File: src/rtl/pgm_seq_pkg.sv
// Shared constants for the 8755 EPROM programming sequencer: FSM states,
// host command codes, ACK/NAK bytes and the EPROM address width.
package pgm_seq_pkg;

    localparam int ADDR_W = 11;

    localparam logic [7:0] CMD_PROGRAM = 8'h50;
    localparam logic [7:0] CMD_VERIFY  = 8'h56;
    localparam logic [7:0] CMD_BLANK   = 8'h42;
    localparam logic [7:0] ACK         = 8'h06;
    localparam logic [7:0] NAK         = 8'h15;

    localparam logic [2:0] ST_IDLE      = 3'd0;
    localparam logic [2:0] ST_LEN_LO    = 3'd1;
    localparam logic [2:0] ST_LEN_HI    = 3'd2;
    localparam logic [2:0] ST_WAIT_DATA = 3'd3;
    localparam logic [2:0] ST_ENG_RUN   = 3'd4;
    localparam logic [2:0] ST_TX_BYTE   = 3'd5;
    localparam logic [2:0] ST_TX_END    = 3'd6;

    typedef enum logic [1:0] {OP_PROGRAM, OP_VERIFY, OP_BLANK} op_e;

    function automatic logic is_command(input logic [7:0] b);
        return (b == CMD_PROGRAM) || (b == CMD_VERIFY) || (b == CMD_BLANK);
    endfunction

    function automatic op_e decode_op(input logic [7:0] b);
        op_e op;
        case (b)
            CMD_PROGRAM: op = OP_PROGRAM;
            CMD_VERIFY:  op = OP_VERIFY;
            default:     op = OP_BLANK;
        endcase
        return op;
    endfunction

endpackage

File: src/rtl/seq_timer.sv
// Host inactivity timer: counts while run is high, restarts on reload or when
// idle, and emits a one-cycle expired pulse after CYCLES quiet cycles.
module seq_timer #(
    parameter int unsigned CYCLES = 50_000_000
) (
    input  logic clk,
    input  logic rst_n,
    input  logic reload,
    input  logic run,
    output logic expired
);

    localparam int W = $clog2(CYCLES + 1);

    logic [W-1:0] count;

    // NOTE: sequential state uses non-blocking assignments so every flop samples pre-edge values.
    always_ff @(posedge clk or negedge rst_n) begin
        if (!rst_n) begin
            count   <= '0;
            expired <= 1'b0;
        end else begin
            expired <= 1'b0;
            if (reload || !run) begin
                count <= '0;
            end else if (count == W'(CYCLES - 1)) begin
                count   <= '0;
                expired <= 1'b1;
            end else begin
                count <= count + 1'b1;
            end
        end
    end

endmodule

File: src/rtl/pgm_sequencer.sv
// Host command sequencer driving a byte-wide EPROM programming engine.
// Define PGM_SEQ_CHECKSUM_EN to append a modulo-256 data checksum before ACK.
module pgm_sequencer
    import pgm_seq_pkg::*;
#(
    parameter int unsigned DEPTH          = 2048,
    parameter int unsigned TIMEOUT_CYCLES = 50_000_000
) (
    input  logic              clk,
    input  logic              rst_n,
    input  logic [7:0]        rx_data,
    input  logic              rx_valid,
    output logic [7:0]        tx_data,
    output logic              tx_valid,
    input  logic              tx_busy,
    output logic              eng_start,
    output logic              eng_mode,
    output logic [ADDR_W-1:0] eng_addr,
    output logic [7:0]        eng_wdata,
    input  logic              eng_done,
    input  logic [7:0]        eng_rdata,
    output logic              busy,
    output logic              err
);

    logic [2:0]  state;
    op_e         op;
    logic [7:0]  len_lo;
    logic [11:0] length;
    logic [11:0] count;
    logic [7:0]  rdata;
    logic        issued;
    logic        overrun;
    logic        nak_pend;
`ifdef PGM_SEQ_CHECKSUM_EN
    logic [7:0]  sum;
    logic        sum_sent;
`endif

    logic        timer_expired;
    logic        abort;
    logic        tx_ok;
    logic        own_tx_ok;
    logic [11:0] len_new;
    logic [11:0] count_next;

    assign busy       = (state != ST_IDLE);
    assign len_new    = {rx_data[3:0], len_lo};
    assign count_next = count + 12'd1;
    // One idle cycle after each send lets the UART raise tx_busy before we look again.
    assign tx_ok      = !tx_busy && !tx_valid && (state != ST_ENG_RUN);
    assign own_tx_ok  = tx_ok && !nak_pend;

    seq_timer #(.CYCLES(TIMEOUT_CYCLES)) u_timer (
        .clk     (clk),
        .rst_n   (rst_n),
        .reload  (rx_valid),
        .run     ((state == ST_LEN_LO) || (state == ST_LEN_HI) || (state == ST_WAIT_DATA)),
        .expired (timer_expired)
    );

    // NOTE: every always_comb output gets a default first so no latch is inferred.
    always_comb begin
        abort = 1'b0;
        case (state)
            ST_LEN_LO:    abort = timer_expired;
            ST_LEN_HI:    abort = timer_expired ||
                                  (rx_valid && ((len_new == 12'd0) || ({20'd0, len_new} > DEPTH)));
            ST_WAIT_DATA: abort = timer_expired;
            ST_ENG_RUN:   abort = issued && eng_done && (overrun || rx_valid);
            ST_TX_BYTE:   abort = rx_valid || ((op == OP_BLANK) && (rdata != 8'hFF));
            ST_TX_END:    abort = rx_valid;
            default:      abort = 1'b0;
        endcase
    end

    always_ff @(posedge clk or negedge rst_n) begin
        if (!rst_n) begin
            state     <= ST_IDLE;
            op        <= OP_PROGRAM;
            len_lo    <= '0;
            length    <= '0;
            count     <= '0;
            rdata     <= '0;
            issued    <= 1'b0;
            overrun   <= 1'b0;
            nak_pend  <= 1'b0;
            tx_data   <= '0;
            tx_valid  <= 1'b0;
            eng_start <= 1'b0;
            eng_mode  <= 1'b0;
            eng_addr  <= '0;
            eng_wdata <= '0;
            err       <= 1'b0;
`ifdef PGM_SEQ_CHECKSUM_EN
            sum       <= '0;
            sum_sent  <= 1'b0;
`endif
        end else begin
            eng_start <= 1'b0;
            tx_valid  <= 1'b0;
            if (nak_pend && tx_ok) begin
                tx_valid <= 1'b1;
                tx_data  <= NAK;
                nak_pend <= 1'b0;
            end

            if (abort) begin
                state    <= ST_IDLE;
                nak_pend <= 1'b1;
                err      <= 1'b1;
                overrun  <= 1'b0;
            end else begin
                case (state)
                    ST_IDLE: if (rx_valid) begin
                        if (is_command(rx_data)) begin
                            op    <= decode_op(rx_data);
                            err   <= 1'b0;
                            state <= ST_LEN_LO;
                        end else begin
                            nak_pend <= 1'b1;
                            err      <= 1'b1;
                        end
                    end
                    ST_LEN_LO: if (rx_valid) begin
                        len_lo <= rx_data;
                        state  <= ST_LEN_HI;
                    end
                    ST_LEN_HI: if (rx_valid) begin
                        length   <= len_new;
                        count    <= '0;
                        eng_addr <= '0;
                        issued   <= 1'b0;
                        overrun  <= 1'b0;
`ifdef PGM_SEQ_CHECKSUM_EN
                        sum      <= '0;
                        sum_sent <= 1'b0;
`endif
                        state    <= (op == OP_PROGRAM) ? ST_WAIT_DATA : ST_ENG_RUN;
                    end
                    ST_WAIT_DATA: if (rx_valid) begin
                        eng_wdata <= rx_data;
`ifdef PGM_SEQ_CHECKSUM_EN
                        sum       <= sum + rx_data;
`endif
                        issued    <= 1'b0;
                        state     <= ST_ENG_RUN;
                    end
                    ST_ENG_RUN: begin
                        if (rx_valid) overrun <= 1'b1;
                        if (!issued) begin
                            eng_start <= 1'b1;
                            eng_mode  <= (op == OP_PROGRAM);
                            issued    <= 1'b1;
                        end else if (eng_done) begin
                            issued <= 1'b0;
                            count  <= count_next;
                            // The address saturates at the top of the device instead of wrapping.
                            if (eng_addr != {ADDR_W{1'b1}}) eng_addr <= eng_addr + 1'b1;
                            if (op == OP_PROGRAM) begin
                                state <= (count_next == length) ? ST_TX_END : ST_WAIT_DATA;
                            end else begin
                                rdata <= eng_rdata;
`ifdef PGM_SEQ_CHECKSUM_EN
                                sum   <= sum + eng_rdata;
`endif
                                state <= ST_TX_BYTE;
                            end
                        end
                    end
                    ST_TX_BYTE: begin
                        if (op == OP_BLANK) begin
                            state <= (count == length) ? ST_TX_END : ST_ENG_RUN;
                        end else if (own_tx_ok) begin
                            tx_valid <= 1'b1;
                            tx_data  <= rdata;
                            state    <= (count == length) ? ST_TX_END : ST_ENG_RUN;
                        end
                    end
                    ST_TX_END: if (own_tx_ok) begin
                        tx_valid <= 1'b1;
`ifdef PGM_SEQ_CHECKSUM_EN
                        if (!sum_sent) begin
                            tx_data  <= sum;
                            sum_sent <= 1'b1;
                        end else begin
                            tx_data <= ACK;
                            state   <= ST_IDLE;
                        end
`else
                        tx_data <= ACK;
                        state   <= ST_IDLE;
`endif
                    end
                    default: state <= ST_IDLE;
                endcase
            end
        end
    end

endmodule

File: config.mk
export PLATFORM = sky130hd
export DESIGN_NAME = pgm_sequencer
export DESIGN_NICKNAME = d
export VERILOG_FILES = /design/src/rtl/pgm_seq_pkg.sv /design/src/rtl/seq_timer.sv /design/src/rtl/pgm_sequencer.sv
export SDC_FILE = /design/constraint.sdc
export NUM_CORES = 1
export LEC_CHECK = 0
export CORE_ASPECT_RATIO = 1.75
export CORE_UTILIZATION = 33
export DETAILED_ROUTE_END_ITERATION = 8
export PLACE_DENSITY = 0.65
export SYNTH_ARGS = -nofsm -noshare
export SYNTH_HDL_FRONTEND = slang
export SYNTH_SLANG_ARGS = --single-unit
export TNS_END_PERCENT = 5
File: constraint.sdc
create_clock -name clk -period 2.3 [get_ports clk]
set_clock_uncertainty 0.1 [all_clocks]
set_input_delay 0.23 -clock clk [delete_from_list [all_inputs] [get_ports clk]]
set_output_delay 0.23 -clock clk [all_outputs]
set_load 0.1 [all_outputs]
Figure 1. M1 wires.
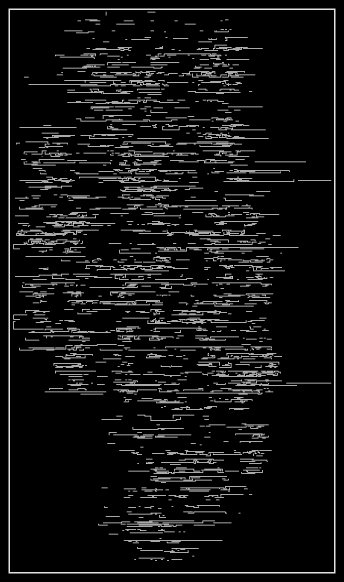
longest straight run	34.5 um
wire length on this layer	5670 um
share of all routed wire	37%
nets with wire on the layer	685
main direction	horizontal
final wirelength: 15250 um
met1 usage in global routing: 0.1882
via total after detailed routing: 4868

Figure 2. M2 wires.
Scale bar: 20 um. Cells faint in the background.
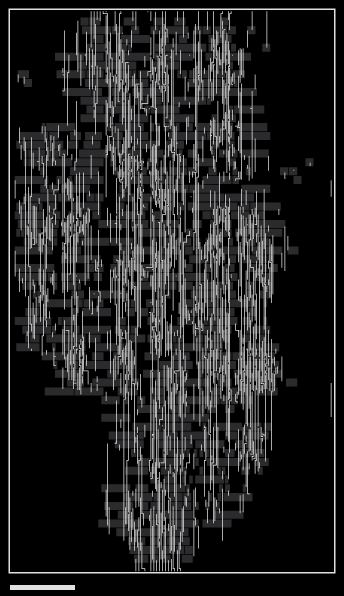
wire length on this layer	8390 um
longest straight run	48.6 um
main direction	vertical

Figure 3. Met3 routing.
Scale bar: 20 um.
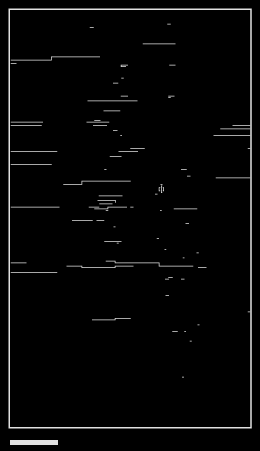
main direction	horizontal
wire length on this layer	503 um

Figure 4. Met4 routing.
Cells faint in the background.
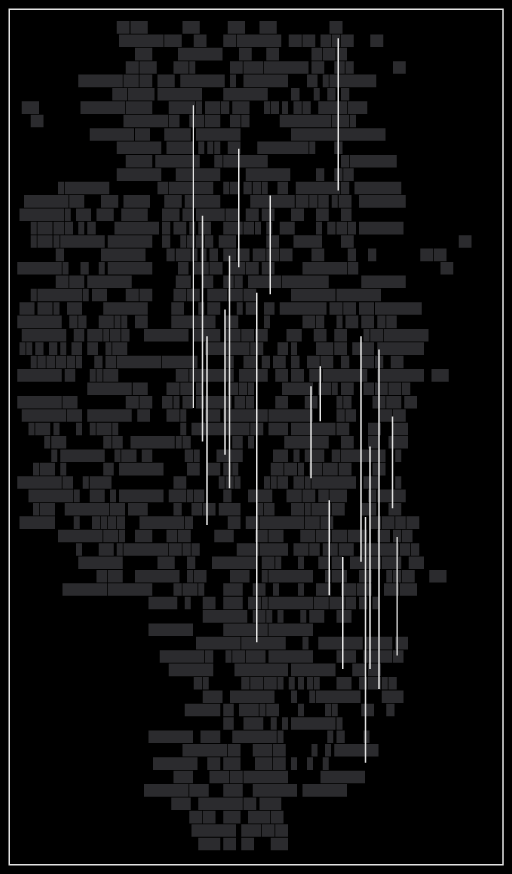
share of all routed wire	4.5%
nets with wire on the layer	17
longest straight run	70.7 um
main direction	vertical
wire length on this layer	688 um

==> metrics.json <==
{
  "clocking": {
    "clock_tree_root_buffer_cell": "sky130_fd_sc_hd__clkbuf_16"
  },
  "drt": {
    "drt_drc_violations_left": 0
  },
  "worst_setup_path": {
    "worst_path_most_repeated_cell": "sky130_fd_sc_hd__buf_6",
    "regToRegEndpoint": "count[8]",
    "worst_r2r_path_depth": 8
  },
  "cells_and_area": {
    "comb_area_um2": 2925,
    "seq_area_frac": 0.3578,
    "signal_buffer_area_fraction": 0.1653,
    "largestClassByArea": "logic gates",
    "clockNetworkAreaShare": 0.04317,
    "nets": 736
  },
  "sta": {
    "final-setup-viol-count": 1,
    "layout_setup_ws_ns": -0.007219,
    "achievable-frequency_mhz": 433.4,
    "timing.final.hold_violations": 0
  },
  "run": {
    "drv.max_cap_violation_count": 0
  },
  "logic_synthesis": {
    "synthAdderAreaFrac": 0.006766
  },
  "outcome": {
    "outcome": "finished with violations",
    "violations": "negative setup slack"
  },
  "global_routing": {
    "via_count_of_the_first_global_routing_pass": 5141
  },
  "power": {
    "power.switching_mw": 3.616,
    "standby_leakage_power_nw": 3.282
  },
  "floorplanning": {
    "dieArea_um2": 17360
  }
}
Power figures rest on the tool's default switching activity, not on a simulated workload.
